==> images/met1.png <==
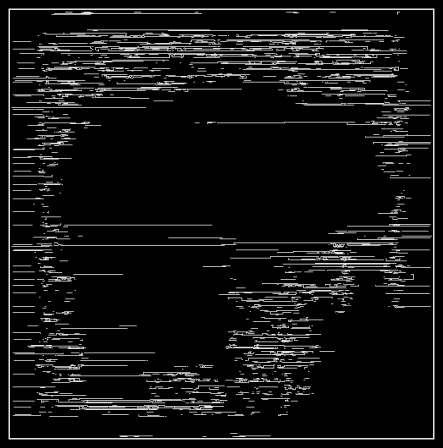
==> images/met2.png <==
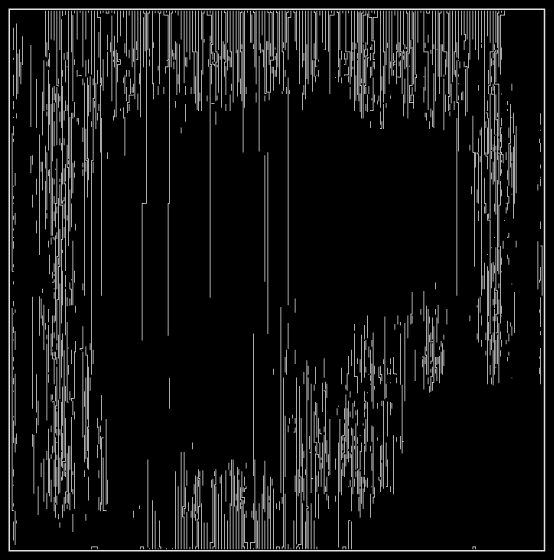
===== config.mk =====
export PLATFORM = sky130hd
export DESIGN_NAME = ext_databus_arb
export DESIGN_NICKNAME = d
export VERILOG_FILES = /design/src/rtl/ext_databus_arb_pkg.sv /design/src/rtl/ext_databus_arb_rr_pick.sv /design/src/rtl/ext_databus_arb.sv
export SDC_FILE = /design/constraint.sdc
export NUM_CORES = 1
export LEC_CHECK = 0
export ABC_AREA = 1
export CORE_AREA = 8 8 162 164
export DETAILED_ROUTE_END_ITERATION = 6
export DIE_AREA = 0 0 170 172
export SLEW_MARGIN = 20
export SYNTH_ARGS = -nofsm -noshare
export SYNTH_HDL_FRONTEND = slang
export SYNTH_SLANG_ARGS = --single-unit

===== constraint.sdc =====
create_clock -name clk -period 3 [get_ports clk]
set_input_delay 0.3 -clock clk [delete_from_list [all_inputs] [get_ports clk]]
set_output_delay 0.3 -clock clk [all_outputs]
set_load 0.01 [all_outputs]

===== src/rtl/ext_databus_arb_pkg.sv =====
// Shared definitions for the external databus arbiter: FSM encoding and
// the system databus address width.
package ext_databus_arb_pkg;

  localparam int IO_ADDR_W    = 32;
  localparam int ARB_STATES_W = 1;

  typedef enum logic [ARB_STATES_W-1:0] {
    ARB_IDLE = 1'b0,
    ARB_BUSY = 1'b1
  } arb_state_e;

endpackage


===== src/rtl/ext_databus_arb_rr_pick.sv =====
// Combinational round-robin picker: first requester strictly after last_id,
// wrapping at N_PORTS-1 -> 0, so last_id itself has the lowest priority.
module rr_pick #(
  parameter int N_PORTS = 4,
  parameter int ID_W    = $clog2(N_PORTS)
) (
  input  logic [N_PORTS-1:0] req,
  input  logic [ID_W-1:0]    last_id,
  output logic [ID_W-1:0]    next_id,
  output logic               any
);

  logic [ID_W:0] idx_wide;

  // NOTE: every combinational output gets a default before the search loop,
  // otherwise a path that finds no requester would infer a latch.
  always_comb begin
    next_id  = '0;
    any      = 1'b0;
    idx_wide = '0;
    for (int k = 1; k <= N_PORTS; k++) begin
      idx_wide = {1'b0, last_id} + (ID_W+1)'(k);
      if (idx_wide >= (ID_W+1)'(N_PORTS)) idx_wide = idx_wide - (ID_W+1)'(N_PORTS);
      if (!any && req[idx_wide[ID_W-1:0]]) begin
        any     = 1'b1;
        next_id = idx_wide[ID_W-1:0];
      end
    end
  end

endmodule


===== src/rtl/ext_databus_arb.sv =====
// Round-robin arbiter merging N generator databus masters onto one system
// databus; a grant lasts until the owner drops valid or burst_max beats.
module ext_databus_arb
  import ext_databus_arb_pkg::*;
#(
  parameter int N_PORTS = 4,
  parameter int DATA_W  = 32,
  parameter int ADDR_W  = IO_ADDR_W,
  parameter int BURST_W = 8
) (
  input  logic                          clk,
  input  logic                          rst,
  input  logic [BURST_W-1:0]            burst_max,
  input  logic [N_PORTS-1:0]            s_valid,
  input  logic [N_PORTS*ADDR_W-1:0]     s_addr,
  input  logic [N_PORTS*DATA_W-1:0]     s_wdata,
  input  logic [N_PORTS*DATA_W/8-1:0]   s_wstrb,
  output logic [N_PORTS-1:0]            s_ready,
  output logic [DATA_W-1:0]             s_rdata,
  output logic                          m_valid,
  output logic [ADDR_W-1:0]             m_addr,
  output logic [DATA_W-1:0]             m_wdata,
  output logic [DATA_W/8-1:0]           m_wstrb,
  input  logic                          m_ready,
  input  logic [DATA_W-1:0]             m_rdata,
  output logic [$clog2(N_PORTS)-1:0]    grant_id
);

  localparam int STRB_W = DATA_W/8;
  localparam int ID_W   = $clog2(N_PORTS);

  arb_state_e         state, state_nxt;
  logic [ID_W-1:0]    grant_nxt, last_id, last_nxt, pick_id;
  logic [BURST_W-1:0] beat_cnt, beat_nxt, beat_inc;
  logic               pick_any, sel_valid, beat;

  rr_pick #(.N_PORTS(N_PORTS), .ID_W(ID_W)) u_pick (
    .req     (s_valid),
    .last_id (last_id),
    .next_id (pick_id),
    .any     (pick_any)
  );

  assign s_rdata   = m_rdata;
  assign sel_valid = s_valid[grant_id];
  assign beat_inc  = beat_cnt + 1'b1;

  always_comb begin
    m_valid   = 1'b0;
    m_addr    = '0;
    m_wdata   = '0;
    m_wstrb   = '0;
    s_ready   = '0;
    beat      = 1'b0;
    state_nxt = state;
    grant_nxt = grant_id;
    last_nxt  = last_id;
    beat_nxt  = beat_cnt;
    case (state)
      ARB_IDLE: begin
        if (pick_any) begin
          grant_nxt = pick_id;
          beat_nxt  = '0;
          state_nxt = ARB_BUSY;
        end
      end
      ARB_BUSY: begin
        m_valid           = sel_valid;
        m_addr            = s_addr[int'(grant_id)*ADDR_W +: ADDR_W];
        m_wdata           = s_wdata[int'(grant_id)*DATA_W +: DATA_W];
        m_wstrb           = s_wstrb[int'(grant_id)*STRB_W +: STRB_W];
        beat              = sel_valid & m_ready;
        s_ready[grant_id] = beat;
        // A valid drop and a beat are mutually exclusive, so a drop always
        // ends the grant without counting.
        if (!sel_valid) begin
          state_nxt = ARB_IDLE;
          last_nxt  = grant_id;
        end else if (beat) begin
          beat_nxt = beat_inc;
          if (burst_max != '0 && beat_inc == burst_max) begin
            state_nxt = ARB_IDLE;
            last_nxt  = grant_id;
          end
        end
      end
      default: state_nxt = ARB_IDLE;
    endcase
  end

  // NOTE: state registers use non-blocking assignments so every flop samples
  // the pre-edge values regardless of statement order.
  always_ff @(posedge clk or negedge rst) begin
    if (!rst) begin
      state    <= ARB_IDLE;
      grant_id <= '0;
      last_id  <= ID_W'(N_PORTS-1);
      beat_cnt <= '0;
    end else begin
      state    <= state_nxt;
      grant_id <= grant_nxt;
      last_id  <= last_nxt;
      beat_cnt <= beat_nxt;
    end
  end

endmodule

==> results.ini <==
[final_timing]
min_period_over_period_pct = 91.4
finalClockSkew_ns = 0.00216
grt_setup_unrepaired = false
finalSetupViolCount = 0
worst_pin_slew_ns = 0.628

[worst_setup_path]
critPathCapture = s_ready[1]
slowest_delay_ns = 0.60
end_kind = output port
crit_start = grant_id[1]
cp_cell_sequence = inv_2 -> nor2_4 -> inv_1 -> o221ai_2 -> inv_2 -> nor2_4 -> nand2_4 -> nor3_2 -> clkdlybuf4s50_1
worst_r2r_endpoint = last_id[1]
reg2reg_depth = 11

[yosys]
yosysTopAreaCellShare_pct = 35.0
syn_avg_cell_area_sq_um = 6.50
ys.flop_type = dfrtp_1
ys.flops = 13
yosysMostFrequentCell = a22oi_1
yosysUniqueCellTypes = 35
syn-cell-area_sq_um = 2960
syn_inst = 455
common_cells = 138 x a22oi_1, 68 x a21oi_1, 49 x nand2_1
ys_warn_count = 0
synth_seq_share_pct = 11.1

[route]
avgRoutedWirePerCell_um = 19.5
antenna_left = 0
vias = 4766
route.detailed.drc = 0
drt_iter0_markers = 314

[floorplanning]
dieWidth_um = 170
dieArea_sq_um = 29200
fp-row-count = 57
core_area_sq_um = 23800

[cells_and_area]
antennaDiodeCount = 0
stdcell_area_sq_um = 6750
largest_cell_class = non-clock buffers
lay_top_cells = 361 x clkdlybuf4s50_1, 138 x a22oi_1, 68 x a21oi_1, 49 x nand2_1, 27 x nand3_1
n_fill_cell = 2616
clock_area_share_pct = 1.17
nonClockBufferCount = 368
nets = 1076
final_common_cell = clkdlybuf4s50_1
logic_area_sq_um = 2110
drive_gt1_share_pct = 5.03
final_core_util_pct = 28.3
buf_share_pct = 55.2
inverters = 26
regArea_sq_um = 328
comb_cells = 344

[run]
maxCapViolCount = 0
warning_count = 26

[global_route]
grt_pass1_wl_mm = 29.6
grt_pass1_vias = 4933
grt_util_all_layers_pct = 13.0
antenna_found_initial = 1

[clock_tree]
postCtsSetupRepairBufs = 0
cts_sinks = 13
cts_resized = 0
cts.hold.buffers_added = 0
clk_pin_slew_worst_paths_ns = 0.05
root_buffer = clkbuf_16

[hold_path]
hold_class = primary input to async pin

[placement]
port_buffers = 361
gp_congestion = 0.810
placed_cells = 1075
place_area_sq_um = 6670

[power_and_ir_drop]
power.density_nw_per_um2 = 734
switching_share_pct = 49.1
powerClk_mw = 0.255
ir_drop_mv = 0.581
power.internal_mw = 2.52
total_power_mw = 4.96
comb_power_share_pct = 87.9

[status]
status = completed

-- met1.png (at the start) --
- nets with wire on the layer: 933
- longest straight run: 88.3 um
- share of all routed wire: 37%
- main direction: horizontal
- wire length on this layer: 7,780 um

-- met2.png (at the start) --
- longest straight run: 73.8 um
- wire length on this layer: 10,600 um

cell families (layout without fill, tap and decap cells):
group	after synthesis	in the layout	synth area share, %
AOI/OAI and AO/OA	229	229	51.7
and+or+nand+nor	112	112	18.2
buffers and inverters	98	398	17.7
DFF	13	13	11.1
xor gates and xnor gates	2	2	0.847
adders and majority gates	1	1	0.423
worst max-delay path, delay by kind of cell, from the launching register on:
kind / cells / cell delay [ns]
compound gates: 1 / 0.21
buf+inv: 4 / 0.85
flops: 1 / 0.59
simple gates: 4 / 0.56
sequential cells by signal, indices dropped and copies added (netlist names):
name and count:
last_id 2, state 1, beat_cnt 8, grant_id 2
routing by layer:
layer	global-route usage (%)	share of wire [%]
met1	15.1	37
met2	22.8	50
met3	4.36	11
met4	2.90	1.7
met5	0	0
